==> config.mk <==
export PLATFORM = sky130hd
export DESIGN_NAME = multi_channel_data_synchronizer
export DESIGN_NICKNAME = d
export VERILOG_FILES = /design/src/rtl/multi_channel_data_synchronizer.sv
export SDC_FILE = /design/constraint.sdc
export NUM_CORES = 1
export LEC_CHECK = 0
export CELL_PAD_IN_SITES_DETAIL_PLACEMENT = 1
export CELL_PAD_IN_SITES_GLOBAL_PLACEMENT = 1
export CORE_MARGIN = 10
export CORE_UTILIZATION = 40
export DETAILED_ROUTE_END_ITERATION = 6
export PLACE_DENSITY = 0.86
export SYNTH_ARGS = -nofsm -noshare
export SYNTH_HDL_FRONTEND = slang
export SYNTH_SLANG_ARGS = --single-unit
==> constraint.sdc <==
create_clock -name clk -period 3.7 [get_ports clk]
set_input_delay 0.555 -clock clk [delete_from_list [all_inputs] [get_ports clk]]
set_output_delay 0.555 -clock clk [all_outputs]
set_load 0.05 [all_outputs]
==> src/rtl/multi_channel_data_synchronizer.sv <==
`default_nettype none
// ============================================================================
// Module   : multi_channel_data_synchronizer
// Purpose  : Destination-domain collector for CHANNEL_COUNT independent
//            asynchronous valid/data sources. Each channel's valid passes
//            through a STAGE_COUNT flop synchronizer. A detected event
//            captures that channel's data bus into a one-entry holding
//            register. Pending channels are merged round-robin onto one
//            registered valid/ready output stream. Events that arrive while
//            a channel's holding register is still occupied are dropped and
//            recorded in a sticky per-channel overflow flag.
//
// Ports    : clk                     destination-domain clock
//            reset                   synchronous, active-high reset
//            asynchronous_data_valid per-channel async valid (level/toggle)
//            asynchronous_data       channel i at [i*BUS_WIDTH +: BUS_WIDTH]
//            synchronous_ready       downstream accepts the output word
//            overflow_clear          clears every overflow bit
//            synchronous_data_valid  output word valid
//            synchronous_data        output word
//            synchronous_channel     source channel of the output word
//            channel_pending         holding register i occupied
//            overflow                sticky: an event was lost on channel i
//
// Revision : 1.0 - initial release
// ============================================================================
module multi_channel_data_synchronizer #(
    parameter int STAGE_COUNT   = 2,
    parameter int BUS_WIDTH     = 8,
    parameter int CHANNEL_COUNT = 4,
    parameter int TOGGLE_MODE   = 0,
    localparam int CH_W         = (CHANNEL_COUNT > 1) ? $clog2(CHANNEL_COUNT) : 1
) (
    input  logic                             clk,
    input  logic                             reset,
    input  logic [CHANNEL_COUNT-1:0]         asynchronous_data_valid,
    input  logic [CHANNEL_COUNT*BUS_WIDTH-1:0] asynchronous_data,
    input  logic                             synchronous_ready,
    input  logic                             overflow_clear,
    output logic                             synchronous_data_valid,
    output logic [BUS_WIDTH-1:0]             synchronous_data,
    output logic [CH_W-1:0]                  synchronous_channel,
    output logic [CHANNEL_COUNT-1:0]         channel_pending,
    output logic [CHANNEL_COUNT-1:0]         overflow
);

    // ------------------------------------------------------------------------
    // Constants
    // ------------------------------------------------------------------------
    localparam logic [CH_W:0]   c_CHAN_COUNT_EXT = (CH_W+1)'(CHANNEL_COUNT);
    localparam logic [CH_W-1:0] c_LAST_CHAN      = CH_W'(CHANNEL_COUNT - 1);

    // ------------------------------------------------------------------------
    // Declarations
    // ------------------------------------------------------------------------
    // Per-channel event detection
    logic [CHANNEL_COUNT-1:0]   w_event;
    logic [BUS_WIDTH-1:0]       w_chan_data [CHANNEL_COUNT];

    // Holding registers and status
    logic [BUS_WIDTH-1:0]       r_hold [CHANNEL_COUNT];
    logic [CHANNEL_COUNT-1:0]   r_pending;
    logic [CHANNEL_COUNT-1:0]   r_overflow;
    logic [CHANNEL_COUNT-1:0]   w_overflow_set;

    // Arbitration
    logic [CH_W-1:0]            r_ptr;
    logic [2*CHANNEL_COUNT-1:0] w_pend_dbl;
    logic [CHANNEL_COUNT-1:0]   w_pend_rot;
    logic                       w_sel_found;
    logic [CH_W:0]              w_sel_off;
    logic [CH_W:0]              w_sel_sum;
    logic [CH_W-1:0]            w_sel_idx;
    logic [CH_W-1:0]            w_next_ptr;
    logic                       w_load;
    logic [CHANNEL_COUNT-1:0]   w_grant;

    // Output stage
    logic                       r_out_valid;
    logic [BUS_WIDTH-1:0]       r_out_data;
    logic [CH_W-1:0]            r_out_channel;

    // ------------------------------------------------------------------------
    // Per-channel synchronizer and edge detector
    // ------------------------------------------------------------------------
    for (genvar gi = 0; gi < CHANNEL_COUNT; gi++) begin : g_chan
        logic [STAGE_COUNT-1:0] r_sync;
        logic                   r_sync_q;
        logic                   w_sync_out;

        // Stage 0 is the only flop that ever sees the asynchronous input;
        // the MSB is the first metastability-safe copy.
        always_ff @(posedge clk) begin
            if (reset) begin
                r_sync   <= '0;
                r_sync_q <= 1'b0;
            end else begin
                r_sync   <= {r_sync[STAGE_COUNT-2:0], asynchronous_data_valid[gi]};
                r_sync_q <= r_sync[STAGE_COUNT-1];
            end
        end

        assign w_sync_out      = r_sync[STAGE_COUNT-1];
        assign w_chan_data[gi] = asynchronous_data[gi*BUS_WIDTH +: BUS_WIDTH];

        if (TOGGLE_MODE != 0) begin : g_toggle
            // Every transition of the source valid is one word.
            assign w_event[gi] = w_sync_out ^ r_sync_q;
        end else begin : g_level
            // Only the rising edge of the source valid is a word.
            assign w_event[gi] = w_sync_out & ~r_sync_q;
        end
    end

    // ------------------------------------------------------------------------
    // Round-robin selection
    // ------------------------------------------------------------------------
    // Duplicating the pending vector and slicing at the pointer gives a view
    // where bit k is channel (ptr + k) mod CHANNEL_COUNT, so the first set bit
    // is the offset of the winner from the pointer.
    assign w_pend_dbl = {r_pending, r_pending};
    assign w_pend_rot = w_pend_dbl[r_ptr +: CHANNEL_COUNT];

    always_comb begin
        w_sel_found = 1'b0;
        w_sel_off   = '0;
        // Descending scan: the lowest set offset is written last and wins.
        for (int k = CHANNEL_COUNT - 1; k >= 0; k--) begin
            if (w_pend_rot[k]) begin
                w_sel_found = 1'b1;
                w_sel_off   = (CH_W+1)'(k);
            end
        end
        w_sel_sum = {1'b0, r_ptr} + w_sel_off;
        if (w_sel_sum >= c_CHAN_COUNT_EXT) begin
            w_sel_sum = w_sel_sum - c_CHAN_COUNT_EXT;
        end
        w_sel_idx = w_sel_sum[CH_W-1:0];
    end

    assign w_next_ptr = (w_sel_idx == c_LAST_CHAN) ? '0 : (w_sel_idx + CH_W'(1));

    // The output register may be (re)loaded when it is empty or when its
    // current word is being accepted this cycle.
    assign w_load = ~r_out_valid | synchronous_ready;

    always_comb begin
        w_grant = '0;
        for (int i = 0; i < CHANNEL_COUNT; i++) begin
            w_grant[i] = w_load & w_sel_found & (w_sel_idx == CH_W'(i));
        end
    end

    // ------------------------------------------------------------------------
    // Holding registers and pending flags
    // ------------------------------------------------------------------------
    // A channel granted in the same cycle as a new event frees its slot on
    // this edge, so the new word can be captured without loss; the output
    // register takes the old held word at the same edge.
    always_ff @(posedge clk) begin
        if (reset) begin
            r_pending <= '0;
            for (int i = 0; i < CHANNEL_COUNT; i++) begin
                r_hold[i] <= '0;
            end
        end else begin
            for (int i = 0; i < CHANNEL_COUNT; i++) begin
                if (w_event[i] && (!r_pending[i] || w_grant[i])) begin
                    r_hold[i]    <= w_chan_data[i];
                    r_pending[i] <= 1'b1;
                end else if (w_grant[i]) begin
                    r_pending[i] <= 1'b0;
                end
            end
        end
    end

    // ------------------------------------------------------------------------
    // Sticky overflow flags
    // ------------------------------------------------------------------------
    // A new event that finds its slot still occupied is dropped; the held
    // word is kept. A set in the same cycle as a clear survives the clear.
    assign w_overflow_set = w_event & r_pending & ~w_grant;

    always_ff @(posedge clk) begin
        if (reset) begin
            r_overflow <= '0;
        end else begin
            r_overflow <= (overflow_clear ? '0 : r_overflow) | w_overflow_set;
        end
    end

    // ------------------------------------------------------------------------
    // Output register and round-robin pointer
    // ------------------------------------------------------------------------
    // Data and channel only change on a load, so they stay stable for the
    // whole time the output is stalled.
    always_ff @(posedge clk) begin
        if (reset) begin
            r_out_valid   <= 1'b0;
            r_out_data    <= '0;
            r_out_channel <= '0;
            r_ptr         <= '0;
        end else if (w_load) begin
            if (w_sel_found) begin
                r_out_valid   <= 1'b1;
                r_out_data    <= r_hold[w_sel_idx];
                r_out_channel <= w_sel_idx;
                r_ptr         <= w_next_ptr;
            end else begin
                r_out_valid   <= 1'b0;
            end
        end
    end

    // ------------------------------------------------------------------------
    // Port assignments
    // ------------------------------------------------------------------------
    assign synchronous_data_valid = r_out_valid;
    assign synchronous_data       = r_out_data;
    assign synchronous_channel    = r_out_channel;
    assign channel_pending        = r_pending;
    assign overflow               = r_overflow;

endmodule
`default_nettype wire

Fig. 1: supply network
Pins as bars on the die edge. Tap cells in gray.
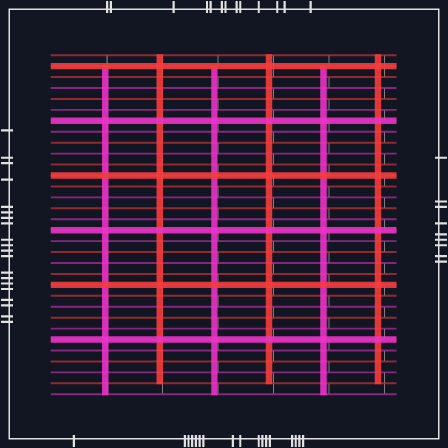
- magenta: VSS
- red: VDD
- rows: 31
- met4 straps: 6

Fig. 2: sequential cells grouped by signal name
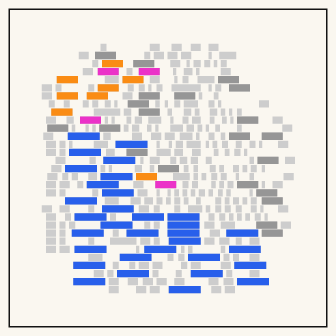
- blue: `r_hold` (sequential cells 32)
- orange: `g_chan.r_sync` (sequential cells 8)
- magenta: `g_chan.r_sync_q` (sequential cells 4)
- not colored: 21

Fig. 3: clock network drawn from the DEF
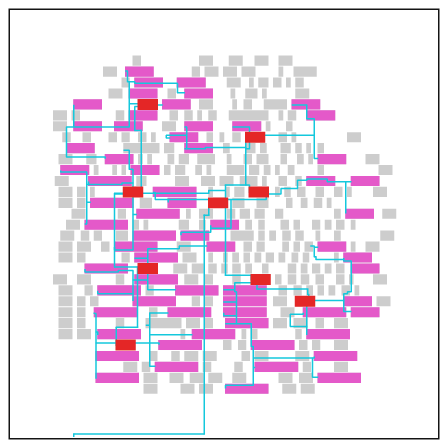
- magenta: flip-flops (count 65)
- red: clock-net drivers (count 9)
- cyan: clock wires (length 853 um)
- routed clock nets: 10

==> results.txt <==
Status - complete, no violations
Ys Warns - 0
Top Consumer - registers
Floorplan die height - 106 um
VDD IR max - 0.255 mV
Layout net count - 386
Crit path from - channel_pending[3]
Chip area - 0.0113 sq mm
Leakage - 1.42 nW
Hold Path Origin - g_chan[3].r_sync[0]
Worst r2r dst - r_hold[3][4]
FF+latch count, synth - 65
Post-synthesis async set-or-reset flop share - 0%
Hold Vio Cnt, Final - 0
Yosys Chip Area - 0.00299 sq mm
Clk_lat worst skew - 340 ps
Setup crit end - r_hold[3][4]
Most frequent logic cells in the routed design - clkdlybuf4s50_1, dfxtp_1, edfxtp_1
Power per cell area - 615 mW/mm^2
Hold_buf cts - 0
Final Cycle Share - 84.6%
Num CTS Buffers - 9
Slew Limit Fails - 0
Synth Area in Compound Gates - 11.9%
Floorplan Nets - 334
Commonest flop - dfxtp_1
RSZ-0062 raised after global routing - false
Sum of negative setup slack - 0 ps
Cell Type Count - 36
Register share after synthesis - 54.2%
Commonest Layout Cell - clkdlybuf4s50_1
Yosys top cell by area - edfxtp_1
Final instance area - 0.00385 sq mm
Hold Path Depth - 1
Final WL - 8070 um
Initial DRC count - 94
Gate power share - 36.6%
Grt ovf - 0
Root Buffer - clkbuf_8
Largest net degree at the start of global routing - 46
# setup viols final - 0
Worst Hold Class - flip-flop to flip-flop
I/O Buffers - 58
Net Sw Frac - 37.7%
RR Startpoint - channel_pending[3]
Top-area cell type share of the netlist area - 32.1%
Post_cts resized - 0
Maximum buffer depth of the clock tree - 2
Synthesized area - 0.00299 sq mm
Crit start category - flip-flop
Remaining routing DRC violations - 0
Area fraction in mux cells - 5.36%
Clk pin slew, worst setup/hold paths - 70 ps
Top non-seq family - simple AND/OR/NAND/NOR gates
Worst slack at placement - 636 ps
Layout cell share with drive strength beyond 1 - 8.02%
Largest register by flop count - r_hold
FF-to-FF setup slack - 570 ps
Post-DP HPWL - 5930 um
Critical setup path kind - flip-flop to flip-flop
Post-CTS Setup Bufs - 0
Simple-gate share of the synthesized area - 22.3%
Row count - 31
CP Capture Type - flip-flop
Initial antenna violation count - 0
Internal power - 1.47 mW
Via/cell ratio - 5.30
CTS H-tree lvls - 3
Core ar. - 0.00725 sq mm
Combinational power - 0.865 mW
Final Util - 53.1%
Top cells, area - edfxtp_1, dfxtp_1, mux2i_1
Worst reg2reg path depth - 12
Fig. 4: routing congestion map
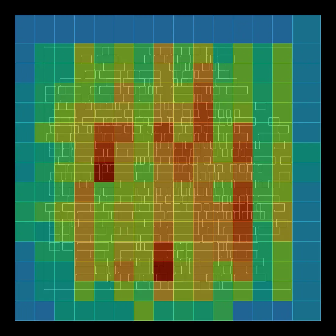
met1 Use GR: 17.2%
All-Layer GR Usage: 14.5%
grt met3 use: 3.38%

Fig. 5: placed cells, one color a class
Scale bar: 20 um.
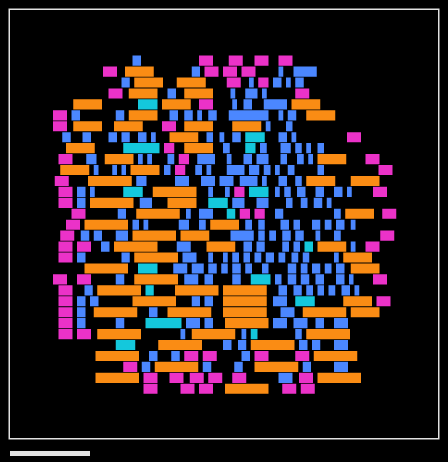
- magenta: remaining buffers and delay cells (cells 65; share of their area 17%)
- blue: remaining logic cells (cells 203; share of their area 34%)
- orange: sequential cells (cells 65; share of their area 44%)
- cyan: clock drivers and dummy loads (cells 16; share of their area 5.5%)

==> final cells by class <==
cell class | count | area [sq um]
fill | 801 | 3400
sequential | 65 | 1620
multi-input combinational | 198 | 1250
timing repair buffer | 65 | 633
clock buffer | 11 | 174
tap | 99 | 124
clock inverter | 5 | 31.3
inverter | 5 | 18.8
==> routing by layer <==
metal / vias to the layer above / global-route usage (%) / wire length, um
met5: - / 0 / 0
met4: 0 / 6.38 / 85
met3: 6 / 3.38 / 379
met2: 55 / 24.5 / 4040
met1: 1137 / 17.2 / 3570
li1: 1177 / - / -
==> critical path: stages, from the launching register on <==
cell and delay (ps):
dfxtp_1 450, inv_1 150, o311ai_0 320, o21ai_0 140, nand2_1 90, ha_1 190
xor2_1 350, xnor2_2 220, ha_1 240, a21o_1 160, nand2b_1 110, nor2_1 380
and2_1 210
Power is estimated from default activity; no workload was simulated.
